==> config.mk <==
export PLATFORM = sky130hd
export DESIGN_NAME = mem_port_arbiter
export DESIGN_NICKNAME = d
export VERILOG_FILES = /design/src/rtl/mem_port_arbiter.sv
export SDC_FILE = /design/constraint.sdc
export NUM_CORES = 1
export LEC_CHECK = 0
export CORE_MARGIN = 4
export CORE_UTILIZATION = 40
export CTS_CLUSTER_SIZE = 24
export DETAILED_ROUTE_END_ITERATION = 12
export GPL_TIMING_DRIVEN = 0
export PLACE_DENSITY = 0.75
export SLEW_MARGIN = 20
export SYNTH_ARGS = -nofsm -noshare
export SYNTH_HDL_FRONTEND = slang
export SYNTH_SLANG_ARGS = --single-unit
==> constraint.sdc <==
create_clock -name clk -period 1.72 [get_ports clk]
set_input_delay 0.344 -clock clk [delete_from_list [all_inputs] [get_ports clk]]
set_output_delay 0.344 -clock clk [all_outputs]
set_load 0.01 [all_outputs]
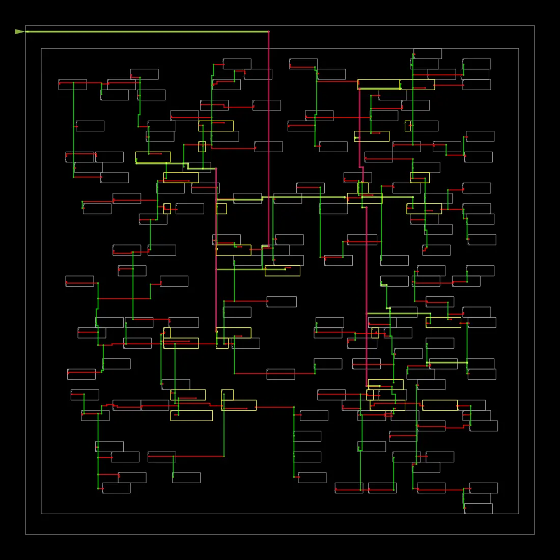
(images/clocks.png)
number of clock sinks seen by CTS: 144
post-route clock skew: 9.18 ps

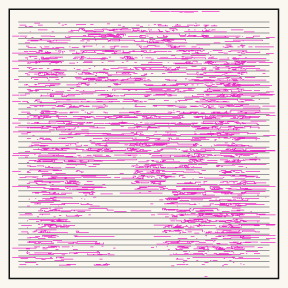
(images/layer_met1.png)
(2 px per um) Supply wires on this layer in grey.
nets with wire on the layer: 951
main direction: horizontal
longest straight run: 39.1 um
wire length on this layer: 8470 um
vias after detailed routing: 6124
total detailed-routing wirelength: 21.1 mm
global routing met1 resource utilization: 0.262

==> summary.txt <==
Status on the layout run. In this run the deepest clock path goes through 2 buffers. Width of the die landed at 134 um. The run finished, with violations left. Looking at the cell usage after synthesis, the top flip-flop cell is dfxtp_1. Net switching power landed at approximately 2.2 mW. Setup repair after global routing could not meet its margin everywhere. The checks that failed: setup timing.

The final hold violation count recorded for this run is 0. The tool flagged a number of max-cap violations equal to 0. Of the synthesized area, sequential elements account for 0.455. Initial antenna violation count landed at 0. Effective utilization at floorplan landed at 0.412. After layout, the worst setup slack is -227 ps. The number of clock buffers added by TritonCTS is 17. Final setup violation count landed at 68. In this run, the synthesized area fraction spent on and/or/nand/nor cells is recorded as 0.184. Summing all multi-input logic gate instances after layout gives ~3100 um^2. In this run the standard cell core region covers 15400 um^2. Maximum frequency from static timing analysis landed at 513 MHz. Share of the synthesized area in the top cell type landed at 0.455.

According to the hold report, the worst path is of the in2reg type. The first detailed-routing pass took 5 iterations. Layout net count landed at ~1100. Synthesis-stage register bit count landed at approximately 140. The first global-routing pass estimated about 32 mm of wire.

Dividing the detail-routed wire length by the instance count gives 17.9 um. Of the total power, the clock network draws 0.409. Number of input and output port buffers inserted landed at 269. In the layout the commonest cells are clkdlybuf4s50_1, dfxtp_1, nand2_1. Post-route worst hold slack landed at approximately 380 ps. Area fraction in mux cells landed at 0.0505. Flop-to-flop setup slack landed at ~90 ps. The main area contributors are dfxtp_1, o221a_2, and2_1, o211a_1, mux2i_1. Transition time at the pin with the least slew margin landed at 497 ps. TritonRoute reported its final design rule violation total as 0. The detail route stage leaves a number of antenna-violating nets equal to 0.
## power groups by stage
stage          Clock [mW]  Sequential [mW]  Combinational, mW
3_3_place_gp            0             3.65               1.34
6_report             3.54             3.59               1.53
4_1_cts              3.59             3.58               1.46
2_1_floorplan           0             3.64              0.662
5_1_grt              3.74             3.61               1.64
3_5_place_dp            0             3.65               1.35
## cell families (layout without fill, tap and decap cells)
kind of cell | Yosys count | count (layout)
AND-OR/OR-AND | 178 | 178
adder cells (fa/ha/maj) | 2 | 2
buffers and inverters | 90 | 401
flip-flops | 144 | 144
multiplexers | 32 | 32
AND/OR/NAND/NOR | 210 | 210
## repair_timing
| item | 4_1_cts | 5_1_grt |
|---|---|---|
| setup buffers | 4 | 1 |
| setup endpoints to repair | 95 | 140 |
| pin swaps | 34 | 2 |
| gates cloned | 5 | 2 |
| resized | 381 | 55 |
## per-layer routing
metal,vias up,share of wire,global-route usage
met5,-,0,0
met1,2856,0.40,0.262
li1,2959,-,-
met4,0,0.020,0.0823
met3,33,0.095,0.0814
met2,276,0.48,0.378
## critical path: stages (launching register included)
cell	delay, ps
dfxtp_2	320
and2b_4	300
clkbuf_16	180
clkbuf_8	150
and2_4	130
buf_6	100
## final cells by class
class | instances | share of cell area
multi-input cells | 422 | 0.306
flip-flops and latches | 144 | 0.282
repair buffers | 281 | 0.276
plain buffers | 65 | 0.0465
clock buffers | 19 | 0.0432
well taps | 211 | 0.0258
clock inverters | 11 | 0.0115
inverters | 25 | 0.00916
Power and IR drop assume default switching activity.
